Fig. 1: run 1, pin map
Pins as bars across the die edge, other pins in gray.
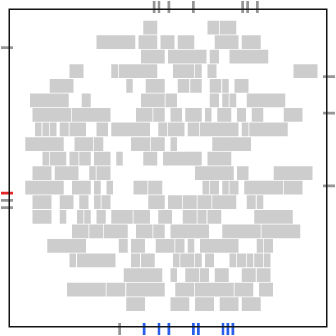
Fig. 2: run 1, sequential cells grouped by signal name
Other sequential cells in the stronger gray, the rest of the logic in the fainter gray.
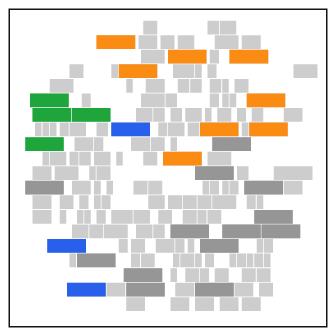
Fig. 3: run 1, signal wires by layer
The bar under the picture is 20 um long.
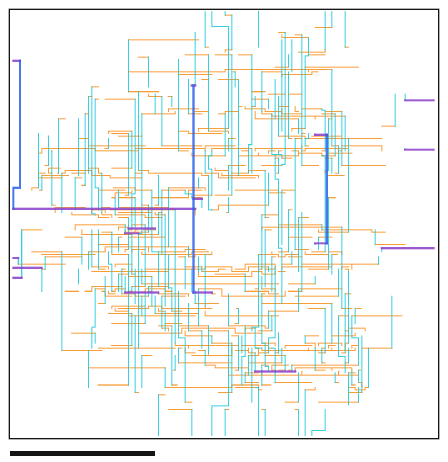
Fig. 4: run 1, the clock network
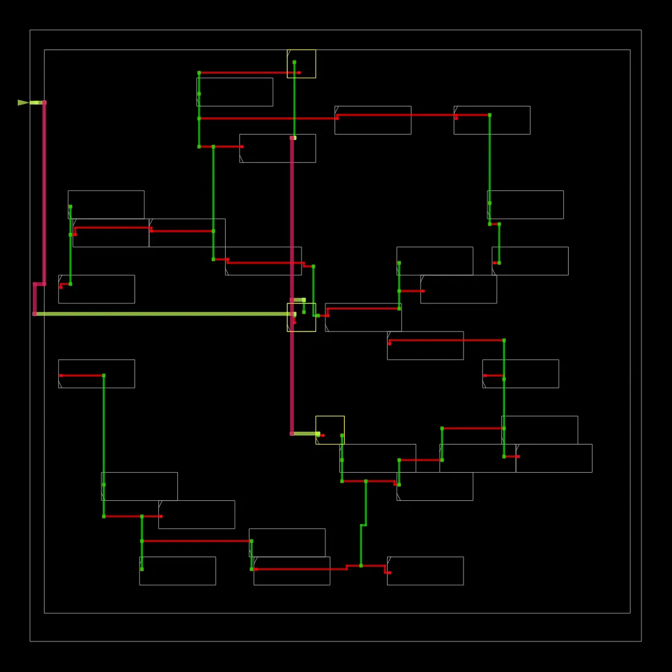
--- config.mk ---
export PLATFORM = sky130hd
export DESIGN_NAME = fifo_uart_tx
export DESIGN_NICKNAME = d
export VERILOG_FILES = /design/src/rtl/fifo_uart_tx_pkg.sv /design/src/rtl/fifo_uart_tx_baud_counter.sv /design/src/rtl/fifo_uart_tx.sv
export SDC_FILE = /design/constraint.sdc
export NUM_CORES = 1
export LEC_CHECK = 0
export CAP_MARGIN = 25
export CORE_MARGIN = 1
export CORE_UTILIZATION = 40
export DETAILED_ROUTE_END_ITERATION = 8
export PLACE_DENSITY = 0.71
export SLEW_MARGIN = 20
export SYNTH_ARGS = -nofsm -noshare
export SYNTH_HDL_FRONTEND = slang
export SYNTH_SLANG_ARGS = --single-unit
--- constraint.sdc ---
create_clock -name clk -period 2.14 [get_ports clk]
set_clock_uncertainty 0.1 [all_clocks]
set_input_delay 0.428 -clock clk [delete_from_list [all_inputs] [get_ports clk]]
set_output_delay 0.428 -clock clk [all_outputs]
set_load 0.05 [all_outputs]
--- src/rtl/fifo_uart_tx_pkg.sv ---
// Purpose : shared state encoding and framing constants for the FIFO-fed UART transmitter.
// Latency : n/a (declarations only).
// Backpressure: n/a.
package fifo_uart_tx_pkg;

    // Controller states: fetch a byte (POP, WAIT), then serialise it (START, DATA, STOP).
    typedef enum logic [2:0] {
        IDLE,
        POP,
        WAIT,
        START,
        DATA,
        STOP
    } state_t;

    localparam int DEFAULT_CLKS_PER_BIT = 16;

    // 8N1 frame: one start bit, eight data bits, one stop bit.
    localparam int FRAME_BITS = 10;
    localparam int DATA_BITS  = FRAME_BITS - 2;

    localparam logic [2:0] LAST_BIT_IDX = 3'(DATA_BITS - 1);

endpackage

--- src/rtl/fifo_uart_tx_baud_counter.sv ---
// Purpose : bit-period timer; tick marks the last clk cycle of each serial bit.
// Latency : tick rises CLKS_PER_BIT-1 cycles after clear is released.
// Backpressure: none; clear holds the count at 0 while no bit is being sent.
//
// Ports: clk, rst (sync, active high), clear (hold count at 0), tick (last cycle of a bit).
module baud_counter
    import fifo_uart_tx_pkg::*;
#(
    parameter int CLKS_PER_BIT = DEFAULT_CLKS_PER_BIT
) (
    input  logic clk,
    input  logic rst,
    input  logic clear,
    output logic tick
);

    localparam int            CW   = $clog2(CLKS_PER_BIT);
    localparam logic [CW-1:0] LAST = CW'(CLKS_PER_BIT - 1);

    logic [CW-1:0] cnt_q;
    logic [CW-1:0] cnt_d;

    assign tick = !clear && (cnt_q == LAST);

    // Restart at 0 on every bit boundary so the count never runs past LAST.
    always_comb begin
        cnt_d = cnt_q;
        if (clear || tick) begin
            cnt_d = '0;
        end else begin
            cnt_d = cnt_q + CW'(1);
        end
    end

    always_ff @(posedge clk) begin
        if (rst) begin
            cnt_q <= '0;
        end else begin
            cnt_q <= cnt_d;
        end
    end

endmodule

--- src/rtl/fifo_uart_tx.sv ---
// Purpose : pops bytes from an upstream registered-read FIFO and sends them as 8N1 frames, LSB first.
// Latency : fifo_rd_en 1 edge and tx start bit 3 edges after an IDLE cycle with tx_en=1 and fifo_empty=0.
// Backpressure: a frame is only started when tx_en=1 and the FIFO is non-empty; a started frame always completes.
//
// Ports: clk, rst (sync, active high), tx_en, fifo_empty, fifo_data[7:0] (valid the cycle after a pop),
//        fifo_rd_en (one-cycle pop), tx (serial line, idle high), busy, frame_count[7:0] (completed frames).
module fifo_uart_tx
    import fifo_uart_tx_pkg::*;
#(
    parameter int CLKS_PER_BIT = DEFAULT_CLKS_PER_BIT
) (
    input  logic       clk,
    input  logic       rst,
    input  logic       tx_en,
    input  logic       fifo_empty,
    input  logic [7:0] fifo_data,
    output logic       fifo_rd_en,
    output logic       tx,
    output logic       busy,
    output logic [7:0] frame_count
);

    state_t     state_q,   state_d;
    logic [7:0] shift_q,   shift_d;
    logic [2:0] bit_idx_q, bit_idx_d;
    logic [7:0] count_q,   count_d;
    logic       tx_q,      tx_d;
    logic       rd_en_q,   rd_en_d;

    logic bit_clear;
    logic tick;

    // The bit timer only runs while a frame is on the line.
    assign bit_clear = (state_q == IDLE) || (state_q == POP) || (state_q == WAIT);

    baud_counter #(
        .CLKS_PER_BIT(CLKS_PER_BIT)
    ) u_baud (
        .clk  (clk),
        .rst  (rst),
        .clear(bit_clear),
        .tick (tick)
    );

    always_comb begin
        state_d   = state_q;
        shift_d   = shift_q;
        bit_idx_d = bit_idx_q;
        count_d   = count_q;

        unique case (state_q)
            IDLE: begin
                // fifo_empty is only looked at here; later changes cannot affect a frame.
                if (tx_en && !fifo_empty) begin
                    state_d = POP;
                end
            end
            POP: begin
                state_d = WAIT;
            end
            WAIT: begin
                // Registered FIFO read data is valid in the cycle after the pop.
                shift_d   = fifo_data;
                bit_idx_d = '0;
                state_d   = START;
            end
            START: begin
                if (tick) begin
                    state_d = DATA;
                end
            end
            DATA: begin
                if (tick) begin
                    shift_d = {1'b0, shift_q[7:1]};
                    if (bit_idx_q == LAST_BIT_IDX) begin
                        bit_idx_d = '0;
                        state_d   = STOP;
                    end else begin
                        bit_idx_d = bit_idx_q + 3'd1;
                    end
                end
            end
            STOP: begin
                if (tick) begin
                    count_d = count_q + 8'd1;
                    state_d = IDLE;
                end
            end
            default: begin
                state_d = IDLE;
            end
        endcase

        // Outputs are registered from the next state so they line up with the state they describe.
        rd_en_d = (state_d == POP);
        tx_d    = 1'b1;
        if (state_d == START) begin
            tx_d = 1'b0;
        end else if (state_d == DATA) begin
            tx_d = shift_d[0];
        end
    end

    always_ff @(posedge clk) begin
        if (rst) begin
            state_q   <= IDLE;
            shift_q   <= '0;
            bit_idx_q <= '0;
            count_q   <= '0;
            tx_q      <= 1'b1;
            rd_en_q   <= 1'b0;
        end else begin
            state_q   <= state_d;
            shift_q   <= shift_d;
            bit_idx_q <= bit_idx_d;
            count_q   <= count_d;
            tx_q      <= tx_d;
            rd_en_q   <= rd_en_d;
        end
    end

    assign fifo_rd_en  = rd_en_q;
    assign tx          = tx_q;
    assign busy        = (state_q != IDLE);
    assign frame_count = count_q;

endmodule

==> run notes, run 1 <==
The flow ran to the end, and the final reports show no timing, DRC or antenna violations. With the internal power at 654 uW, the signed area change from the synthesized netlist to the final layout is 22.7%. The synthesis report gives the async set-or-reset register share as 0%. The classification of the worst-slack hold path is reg2reg. The completed layout was analyzed and its total power is 876 uW. Looking at the area split, the leading class of cells is logic gates. The highest-count logic cell in the final layout was sky130_fd_sc_hd__dfxtp_1. The end point of the worst hold path was u_baud.cnt_q[0]. The vias per cell works out to 5.27.

The placed instances occupy a cell area of 1570 um2. The area fraction in compound gates is 16.3%, and the global placer's final weighted congestion is 0.766. The power report shows net switching accounting for 25.3% of the total.

Of the cells placed in the final design, the portion with a size suffix greater than 1 is 10.7%. The number of fillers in the final layout was 298. The tools report the endpoint of the worst-slack reg-to-reg timing path as frame_count[7].

Logged for this run, the post-placement worst setup slack is 0.0829 ns. The iteration count recorded for the first detailed-route pass is 4. In this run the most critical hold path is launched from u_baud.cnt_q[0].

The logs give 1600 um2 for the summed area of non-filler cells in the final layout and 0 for the count of hold-fix buffers inserted at cts. The highest-power group was registers. The logic depth of the worst setup path including buffers is 1, and the reported max-cap violation count is 0. Met1 track demand over resource: 20.9%. Walking the worst path, the cells encountered are clkdlybuf4s50_1. In this run the critical register-to-register path is launched from u_baud.cnt_q[0].

Actual slew at the worst max-slew pin: 0.523 ns. The share of synthesized cell area in full adder, half adder and majority cells works out to 3.85%. The floorplan has 20 rows. Across all setup checks in the final design, the least slack found is 0.0661 ns.

The run gives 550 uW as the sequential logic power. In the finished design the tool counted flip-flops and latches totalling 28. The run gives 0.482 GHz for the highest attainable clock frequency.

The count of cells along the worst register-to-register path works out to 5. Global routing used 2.62% of the available met3 tracks. The clock network burns 24.5% of the power. The final total negative setup slack is 0 ns. Pre-placement core utilization: 42.3%. The synthesized chip area reported by yosys is 1300 um2. The root buffer cell chosen for the clock tree is sky130_fd_sc_hd__clkbuf_4.

The worst slack on hold paths is 0.367 ns. Detailed routing placed a total of 69 um of wire on met3. The power per cell area was 549 nW/um2; the number of well-tap cells placed was 44.

The number of antenna violations at the first check in global routing was 0. After synthesis the cells add up to 1300 um2. Per the CTS log, the buffer count on the longest clock path is 2.

Per the GRT log, the top usage layer is met2. The highest layer used for signal routing was met4. The main area contributors are sky130_fd_sc_hd__dfxtp_1 (43%), sky130_fd_sc_hd__a21oi_1 (5.4%), sky130_fd_sc_hd__nand2_1 (5.2%), sky130_fd_sc_hd__a22oi_1 (4.0%), sky130_fd_sc_hd__nor2_1 (4.0%).

The post-route minimum period is 2.07 ns, and the pin count of the biggest net entering global routing is 29. Yosys mapped a number of flops with a built-in enable equal to 0. Per the final report, max-transition violations number 0. Per the post-synthesis report, the number of cells in the design is 148.

For the number of warning messages in the yosys log, the log shows 0. For this block, wires on met1 add up to 1260 um. The number of ordinary and repair buffers in the finished layout is 25.

The run gives 0 as the global route total overflow.
Back to the opening pictures, Fig. 1:
`fifo_rd_en` -> red  # pins 1, direction output, edge west
`fifo_data` -> blue  # pins 8, direction input, edge south
die boundary height: 59.0 um
Port Buffer Count: 22
overall die width: 59.0 um

Back to the opening pictures, Fig. 2:
`state_q` -> blue  # sequential cells 3
`u_baud.cnt_q` -> green  # sequential cells 4
`frame_count` -> orange  # sequential cells 8
sequential cell area share: 35.1%
utilization of the core after routing: 51.9%

Back to the opening pictures, Fig. 3:
metal 3 -> purple  # wire length 69.5 um
metal 4 -> blue  # wire length 64.8 um
metal 2 -> cyan  # wire length 1290 um
metal 1 -> orange  # wire length 1260 um
routed via count: 1118
Detailed Route WL: 2690 um
DR WL/cell: 12.7 um
all-layer global routing usage: 16.7%

Back to the opening pictures, Fig. 4:
Clock Buffer Count: 3
clk sink count: 28
number of CTS-inserted buffers: 3
power attributed to the clock group: 214 uW

==> run 2, diff against run 1 <==
PLACE_DENSITY = 0.74   (was 0.71)
clock period = 1.7 ns   (was 2.14 ns; I/O delays follow)
Fig. 5: run 2, signal wires by layer
The bar under the picture is 20 um long.
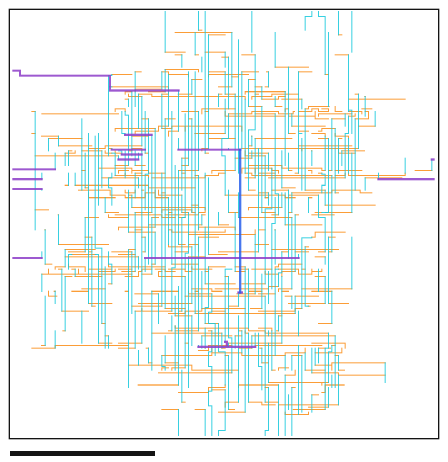
metal 3 -> purple  # wire length 103 um
metal 4 -> blue  # wire length 19.7 um
metal 2 -> cyan  # wire length 1760 um
metal 1 -> orange  # wire length 1280 um
routed via count: 1243
DR WL/cell: 13.4 um
Detailed Route WL: 3160 um

==> run 2 against run 1 <==
The flow now finishes with violations (negative setup slack). Critical path depth up 2. Clock power is 110% higher. Utilization grew 10 points. Critical path type unchanged. Largest cell class unchanged. Largest power group unchanged. Highest routed layer unchanged.
==> run notes, run 2 <==
For the number of warning messages in the yosys log, the log shows 0. The run gives 22 for the count of buffers inserted at the top-level ports. The synthesized chip area reported by yosys was 1300 um2.

Clock buffer count in the final layout: 3. The pin count of the biggest net entering global routing was 17. The count of cells along the worst register-to-register path is 5.

Sequential cells placed in the final layout were counted as 28. The summed area of non-filler cells in the final layout is 1910 um2, and the final total negative setup slack is -0.111 ns. From synthesis to final layout, the design area changed by 46.6%. The clock passes through at most 2 buffers.

The run finished, with violations left. Clock tree synthesis inserted a total of 3 buffers. In the final layout, the share of cells above drive strength 1 is 33.5%. The logic depth of the worst setup path including buffers came out at 3. The run gives 3.85% for the share of synthesized cell area in full adder, half adder and majority cells.

Library cell used as clock root buffer: sky130_fd_sc_hd__clkbuf_4. Worst min-delay path startpoint: shift_q[5]. The total overflow left after global routing is 0.

The actual slew at the worst max-slew pin was 0.387 ns; the area of placed instances was 1700 um2. In this run, power in flip-flops and latches comes to 688 uW. The completed layout was analyzed and its total power is 1310 uW. Launch point of the worst reg-to-reg path: state_q[0].

Looking at the group totals, the largest power group turns out to be registers. Hold is met by 0.372 ns. Detailed routing placed a total of 103 um of wire on met3. The mapped netlist covers 1300 um2. The critical path goes through buf_6 > or3_4 > buf_8. The global placer's final weighted congestion is 0.806.

In the final layout, flip-flops and latches take up 30.1% of the cell area. According to the floorplan report, the die width is 59.0 um. The global routing stage identified its most utilized layer as met2. The count of hold-fix buffers inserted at cts came out at 0.

The final reports fail on negative setup slack. The report lists the power per cell area as 687 nW/um2. The highest-count logic cell in the final layout is sky130_fd_sc_hd__buf_4. In this run the worst hold path is classified as reg2reg. For this design, the sink count on the clock tree is 28.

For the internal power, the log shows 1000 uW. The biggest slice of the area belongs to logic gates. The tools report the count of TritonRoute iterations in the first routing pass as 4. The detailed router put a total of 1280 um of wire on met1. The final report gives the core utilization as 62.0%.

Post-route minimum period: 1.78 ns. Synthesis produced a netlist whose cell count is 148. Of all flip-flops after synthesis, the portion carrying an async set or reset was 0%. The endpoint of the worst-slack reg-to-reg timing path is tx. For the proportion of power drawn by the clock network, the log shows 33.9%. For this run, the final setup violation count is recorded as 2.

Routing resource usage on met3 recorded by global route was 2.62%. For this run, global-route usage on met2 was measured as 36.7%. For this run, global-route usage on met1 was measured as 24.0%. The path with the worst hold slack has its endpoint at shift_q[5].

The synthesized netlist devotes 16.3% of its cell area to compound gates. Placement-stage worst setup slack: -0.0218 ns. The logs give -0.0846 ns for the post-route worst setup slack and 19.9% for the overall global routing resource usage. The run gives 0 for the reported max-cap violation count. Counting plain and timing-repair buffers in the layout gives 47. Net switching is 23.6% of the power.
Power and IR drop assume default switching activity.
